### src/rtl/pdm_seq_pkg.sv
// Shared types and default sizes for the PDM pattern sequencer.
package pdm_seq_pkg;

   typedef enum logic {
      IDLE = 1'b0,
      PLAY = 1'b1
   } state_e;

   localparam int DEFAULT_WIDTH = 5;
   localparam int DEFAULT_DEPTH = 8;

endpackage

### src/rtl/pdm_seq_mem.sv
// Pattern table: DEPTH x WIDTH register file, one synchronous write port,
// one asynchronous read port, no reset (contents gated by the length count).
module pdm_seq_mem #(
   parameter int WIDTH = pdm_seq_pkg::DEFAULT_WIDTH,
   parameter int DEPTH = pdm_seq_pkg::DEFAULT_DEPTH,
   parameter int AW    = $clog2(DEPTH)
) (
   input  logic             clk,
   input  logic             we,
   input  logic [AW-1:0]    waddr,
   input  logic [WIDTH-1:0] wdata,
   input  logic [AW-1:0]    raddr,
   output logic [WIDTH-1:0] rdata
);

   logic [WIDTH-1:0] mem_q [DEPTH];

   always_ff @(posedge clk) begin
      if (we) mem_q[waddr] <= wdata;
   end

   assign rdata = mem_q[raddr];

endmodule

### src/rtl/pdm_sequencer.sv
// Loadable level table replayed into the PDM core with one write strobe per sample.
// Optional macro PDM_SEQ_PINGPONG_EN: bounce playback 0..len-1..0 instead of wrapping.
module pdm_sequencer
   import pdm_seq_pkg::*;
#(
   parameter int WIDTH  = DEFAULT_WIDTH,
   parameter int DEPTH  = DEFAULT_DEPTH,
   parameter int HOLD_W = 8
) (
   input  logic                     clk,
   input  logic                     reset,
   input  logic [HOLD_W-1:0]        cfg_hold,
   input  logic                     load_valid,
   input  logic [WIDTH-1:0]         load_data,
   output logic                     load_ready,
   input  logic                     clear,
   input  logic                     start,
   input  logic                     stop,
   output logic [WIDTH-1:0]         pdm_level,
   output logic                     pdm_write_en,
   output logic                     busy,
   output logic [$clog2(DEPTH)-1:0] sample_idx
);

   localparam int AW = $clog2(DEPTH);
   localparam logic [AW:0] DEPTH_L = (AW+1)'(DEPTH);

   state_e            state_q, state_d;
   logic [AW:0]       len_q, len_d;
   logic [AW-1:0]     rd_ptr_q, rd_ptr_d;
   logic [HOLD_W-1:0] hold_cnt_q, hold_cnt_d;
   logic [WIDTH-1:0]  pdm_level_q, pdm_level_d;
   logic              pdm_write_en_q, pdm_write_en_d;

   logic              mem_we;
   logic [AW-1:0]     mem_raddr;
   logic [WIDTH-1:0]  mem_rdata;
   logic [AW-1:0]     next_ptr;
   logic [AW:0]       len_m1;
   logic              at_last;
   logic              load_acc;

   assign len_m1  = len_q - 1'b1;
   assign at_last = ({1'b0, rd_ptr_q} == len_m1);

`ifdef PDM_SEQ_PINGPONG_EN
   logic dir_up_q, dir_up_d, dir_next;

   always_comb begin
      next_ptr = '0;
      dir_next = dir_up_q;
      if (len_q > (AW+1)'(1)) begin
         if (dir_up_q) begin
            if (at_last) begin
               next_ptr = rd_ptr_q - 1'b1;
               dir_next = 1'b0;
            end else begin
               next_ptr = rd_ptr_q + 1'b1;
            end
         end else if (rd_ptr_q == '0) begin
            next_ptr = AW'(1);
            dir_next = 1'b1;
         end else begin
            next_ptr = rd_ptr_q - 1'b1;
         end
      end
   end
`else
   always_comb begin
      next_ptr = at_last ? '0 : rd_ptr_q + 1'b1;
   end
`endif

   assign load_acc = load_valid && (state_q == IDLE) && (len_q < DEPTH_L) && !clear;

   always_comb begin
      state_d        = state_q;
      len_d          = len_q;
      rd_ptr_d       = rd_ptr_q;
      hold_cnt_d     = hold_cnt_q;
      pdm_level_d    = pdm_level_q;
      pdm_write_en_d = 1'b0;
      mem_we         = 1'b0;
      mem_raddr      = next_ptr;
`ifdef PDM_SEQ_PINGPONG_EN
      dir_up_d       = dir_up_q;
`endif
      unique case (state_q)
         IDLE: begin
            mem_raddr = '0;
            if (clear) begin
               len_d = '0;
            end else begin
               if (load_acc) begin
                  mem_we = 1'b1;
                  len_d  = len_q + 1'b1;
               end
               // Loading into an empty table: entry 0 is not written yet, so bypass it.
               if (start && !stop && (len_d != '0)) begin
                  state_d        = PLAY;
                  rd_ptr_d       = '0;
                  pdm_level_d    = (len_q == '0) ? load_data : mem_rdata;
                  pdm_write_en_d = 1'b1;
                  hold_cnt_d     = cfg_hold;
`ifdef PDM_SEQ_PINGPONG_EN
                  dir_up_d       = 1'b1;
`endif
               end
            end
         end
         PLAY: begin
            if (stop) begin
               state_d        = IDLE;
               pdm_level_d    = '0;
               pdm_write_en_d = 1'b1;
               rd_ptr_d       = '0;
               hold_cnt_d     = '0;
            end else if (hold_cnt_q != '0) begin
               hold_cnt_d = hold_cnt_q - 1'b1;
            end else begin
               rd_ptr_d       = next_ptr;
               pdm_level_d    = mem_rdata;
               pdm_write_en_d = 1'b1;
               hold_cnt_d     = cfg_hold;
`ifdef PDM_SEQ_PINGPONG_EN
               dir_up_d       = dir_next;
`endif
            end
         end
         default: state_d = IDLE;
      endcase
   end

   always_ff @(posedge clk or posedge reset) begin
      if (reset) begin
         state_q        <= IDLE;
         len_q          <= '0;
         rd_ptr_q       <= '0;
         hold_cnt_q     <= '0;
         pdm_level_q    <= '0;
         pdm_write_en_q <= 1'b0;
`ifdef PDM_SEQ_PINGPONG_EN
         dir_up_q       <= 1'b1;
`endif
      end else begin
         state_q        <= state_d;
         len_q          <= len_d;
         rd_ptr_q       <= rd_ptr_d;
         hold_cnt_q     <= hold_cnt_d;
         pdm_level_q    <= pdm_level_d;
         pdm_write_en_q <= pdm_write_en_d;
`ifdef PDM_SEQ_PINGPONG_EN
         dir_up_q       <= dir_up_d;
`endif
      end
   end

   pdm_seq_mem #(
      .WIDTH (WIDTH),
      .DEPTH (DEPTH),
      .AW    (AW)
   ) u_mem (
      .clk   (clk),
      .we    (mem_we),
      .waddr (len_q[AW-1:0]),
      .wdata (load_data),
      .raddr (mem_raddr),
      .rdata (mem_rdata)
   );

   assign load_ready   = (state_q == IDLE) && (len_q < DEPTH_L);
   assign pdm_level    = pdm_level_q;
   assign pdm_write_en = pdm_write_en_q;
   assign busy         = (state_q == PLAY);
   assign sample_idx   = rd_ptr_q;

endmodule

### config.mk
export PLATFORM = sky130hd
export DESIGN_NAME = pdm_sequencer
export DESIGN_NICKNAME = d
export VERILOG_FILES = /design/src/rtl/pdm_seq_pkg.sv /design/src/rtl/pdm_seq_mem.sv /design/src/rtl/pdm_sequencer.sv
export SDC_FILE = /design/constraint.sdc
export NUM_CORES = 1
export LEC_CHECK = 0
export CAP_MARGIN = 20
export CORE_AREA = 2 2 97 99
export CTS_CLUSTER_DIAMETER = 40
export DETAILED_ROUTE_END_ITERATION = 6
export DIE_AREA = 0 0 99 101
export PLACE_DENSITY = 0.52
export SLEW_MARGIN = 10
export SYNTH_ARGS = -nofsm -noshare
export SYNTH_HDL_FRONTEND = slang
export SYNTH_HIERARCHICAL = 1
export SYNTH_SLANG_ARGS = --single-unit
### constraint.sdc
create_clock -name clk -period 5.6 [get_ports clk]
set_input_delay 1.68 -clock clk [delete_from_list [all_inputs] [get_ports clk]]
set_output_delay 1.68 -clock clk [all_outputs]
set_load 0.005 [all_outputs]
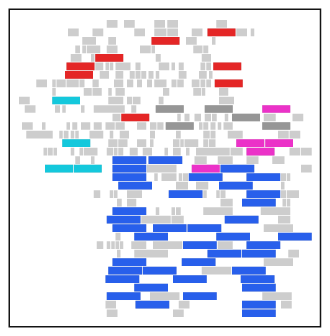
Fig. 1. Sequential cells grouped by signal name (run 1).
Other sequential cells in the stronger gray, the rest of the logic in the fainter gray.
[magenta] pdm_level | sequential cells: 5 | where: right middle
[cyan] len_q | sequential cells: 4 | where: left middle
[red] hold_cnt_q | sequential cells: 8
[blue] u_mem/mem_q | sequential cells: 40

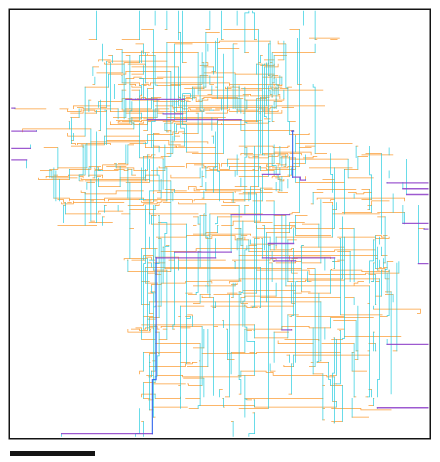
Fig. 2. Routed metal, one color a layer (run 1).
Bar = 20 um.
[cyan] met2 | wire length: 3010 um
[blue] met4 | wire length: 53.3 um
[purple] met3 | wire length: 207 um
[orange] met1 | wire length: 3110 um

==> reports/qor_table.md, run 1 <==
| Metric | Reported |
|---|---|
| Result of the run | finished clean |
| Total of fill cells in the finished design | 850 |
| Total cell area at the placement stage | 0.00345 mm^2 |
| GRT Resource Usage Total | 0.139 |
| Effective utilization at floorplan | 0.339 |
| WHS Path Cells | 1 |
| Flop area | 0.00175 mm^2 |
| Clock tree from TritonCTS | yes |
| Top cell type by instance count after synthesis | sky130_fd_sc_hd__edfxtp_1 |
| Achievable frequency | 241 MHz |
| Min-Delay Endpoint | pdm_level[1]$_DFFE_PP0P_ |
| Final weighted congestion of routability-driven global placement | 0.833 |
| Post-CTS setup buffer count | 0 |
| Combinational Power Share | 0.349 |
| Global route hottest layer | met2 |
| Clk pin slew, worst setup/hold paths | 0.08 ns |
| Slew at the pin with the worst max-slew slack | 1.01 ns |
| Met2 WL | 3010 um |
| Setup violations, final | 0 |
| Area fraction in and, or, nand and nor cells after synthesis | 0.124 |
| Total leakage power | 1.36 nW |
| Share of the cycle needed by the critical path after routing | 0.741 |
| Cell Pwr Density | 458 mW/mm^2 |
| Final design utilization | 0.410 |
| Highest fanout seen on the critical path | 9 |
| Number of nets at floorplan | 258 |
| Clk buf depth | 2 |
| First drt pass iteration count | 4 |
| Routed wire length per instance | 16.5 um |
| Clock period minus final worst setup slack | 4.15 ns |
| Max-cap violations | 0 |
| P&R area growth vs syn | 20.9% |
| Multiplexer share of the synthesized area | 0.140 |
| AND-OR/OR-AND Cells, Area Fraction | 0.0998 |
| Placed cell count | 370 |
| Yosys stat cell total | 234 |
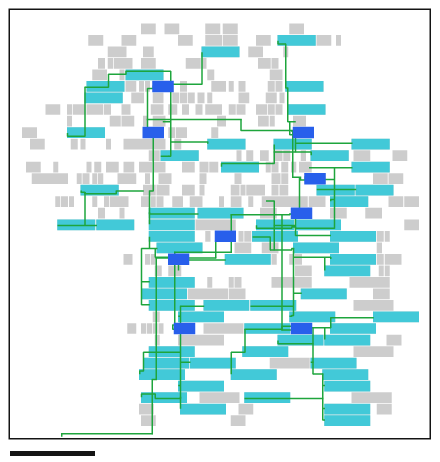
Fig. 3. Clock wires, drivers and flops (run 1).
Bar = 20 um.
[cyan] flip-flops | count: 62
[blue] cells driving clock nets | count: 9
[green] clock wires | length: 834 um
routed clock nets: 10
share of total power in the clock network: 0.265
total clock network power: 0.448 mW
insertion delay to the later sink of the worst-skew pair: 0.34 ns
final worst clock skew: 0.0107 ns

==> run 1: cells in the final DEF (no fill, tap or decap), drive strengths merged, types with 9 or more instances in the layout <==
cell	count
nand2	26
o21ai	20
mux2	12
edfxtp	40
inv	11
a21oi	11
dfrtp	22
clkbuf	9
clkdlybuf4s50	29
nor2	20
mux4	10
==> run 1: state kept, by name, summed over array words and instances, names as in the netlist <==
signal and cells:
sample_idx 3, u_mem/mem_q 40, hold_cnt_q 8, pdm_level 5, pdm_write_en 1, busy 1
len_q 4
==> run 1: layout make-up <==
type | instances | area share
flip-flops and latches | 62 | 0.475
well taps | 111 | 0.0377
repair buffers | 33 | 0.0873
inverters | 8 | 0.00815
multi-input cells | 157 | 0.330
clock buffers | 9 | 0.0336
clock inverters | 7 | 0.0282
Fig. 4: run 1, ports around the boundary
Pins as bars across the die edge, other pins in gray.
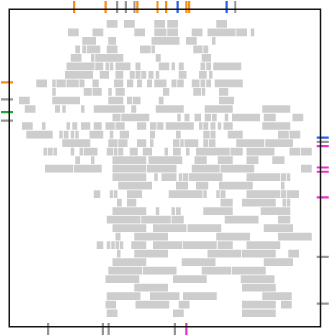

==> run 2: changes to the inputs <==
clock period = 4.4 ns   (was 5.6 ns; I/O delays follow)
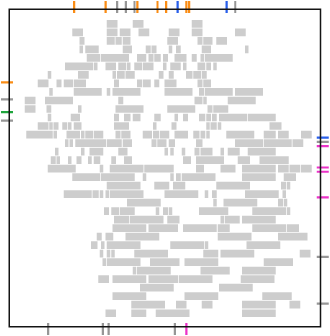
Fig. 5. Ports around the boundary (run 2).
Pins as bars across the die edge, other pins in gray.
[green] clear | pins: 1 | direction: input | edge: left
[magenta] pdm_level | pins: 5 | direction: output | edge: 4 right, 1 bottom
[blue] sample_idx | pins: 3 | direction: output | edge: 2 top, 1 right
[orange] cfg_hold | pins: 8 | direction: input | edge: 7 top, 1 left

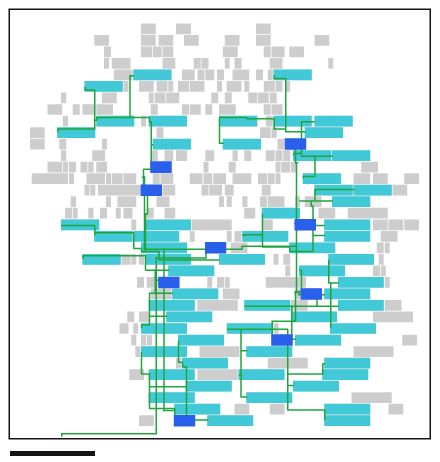
Fig. 6. Clock wires, drivers and flops (run 2).
Bar = 20 um.
[cyan] flip-flops | count: 62
[blue] cells driving clock nets | count: 9
[green] clock wires | length: 755 um
routed clock nets: 10

==> run 2 against run 1 <==
Sequential power rose by about 30%. Critical path depth did not move. Clock power fell by 6.9%. Design area fell by 1.2%. Flip-flop count did not move. Sequential share of layout area rose by 0.57 points. Critical endpoint unchanged. Largest cell class unchanged. Largest power group unchanged.
==> reports/qor_table.md, run 2 <==
| Metric | Reported | Change |
|---|---|---|
| Max-cap violations | 0 | unchanged |
| Highest fanout seen on the critical path | 9 | unchanged |
| Setup violations, final | 0 | unchanged |
| Total leakage power | 1.35 nW | -1.0% |
| Insertion delay to the later sink of the worst-skew pair | 0.33 ns | about the same |
| Yosys stat cell total | 234 | unchanged |
| Clock tree from TritonCTS | yes |  |
| Top cell type by instance count after synthesis | sky130_fd_sc_hd__edfxtp_1 |  |
| Clock period minus final worst setup slack | 3.48 ns |  |
| Share of total power in the clock network | 0.208 | -0.057 |
| Clk pin slew, worst setup/hold paths | 0.06 ns | -0.02 ns |
| GRT Resource Usage Total | 0.137 | -0.00171 |
| Placed cell count | 374 | +1.1% |
| P&R area growth vs syn | 19.5% |  |
| Register with the most flip-flops | u_mem/mem_q |  |
| Min-Delay Endpoint | pdm_level[1]$_DFFE_PP0P_ |  |
| WHS Path Cells | 1 | unchanged |
| Flop area | 0.00175 mm^2 | unchanged |
| Final weighted congestion of routability-driven global placement | 0.798 | -4.1% |
| Total cell area at the placement stage | 0.00348 mm^2 | +0.94% |
| Flip-flop count of the largest register after layout | 40 | unchanged |
| Combinational Power Share | 0.368 | +0.019 |
| Result of the run | finished clean |  |
| Post-CTS setup buffer count | 0 | unchanged |
| Most used logic cell in the final layout | sky130_fd_sc_hd__edfxtp_1 |  |
| Final design utilization | 0.406 | -0.00488 |
| Share of the cycle needed by the critical path after routing | 0.791 |  |
| Final worst clock skew | 0.00511 ns | -0.00555 ns |
| Routed wire length per instance | 16.1 um | -2.0% |
| Cell Pwr Density | 550 mW/mm^2 | +20% |
| Achievable frequency | 287 MHz |  |
| Clk buf depth | 2 | unchanged |
| First drt pass iteration count | 6 | +2 |
[run 2: cell counts after synthesis]
No cell type changed its count.
[run 2: cells by family after synthesis]
kind of cell	Yosys count	synth area share
adder cells (fa/ha/maj)	5	0.0205
buffers and inverters	15	0.0263
AND-OR/OR-AND	47	0.0998
multiplexers	25	0.140
AND/OR/NAND/NOR	75	0.124
flip-flops	62	0.575
XOR/XNOR	5	0.0144
[run 2: cell type report]
cell class,count,share of cell area
clock buffer,14,0.0419
tap,111,0.0381
inverter,8,0.00825
multi-input combinational,157,0.334
clock inverter,2,0.00275
sequential,62,0.481
timing repair buffer,36,0.0942
[run 2: layer usage]
metal	global-route usage	share of wire
met1	0.188	0.48
met3	0.0250	0.026
met5	0	0
met4	0.0685	0.020
met2	0.210	0.47
Power and IR drop assume default switching activity.
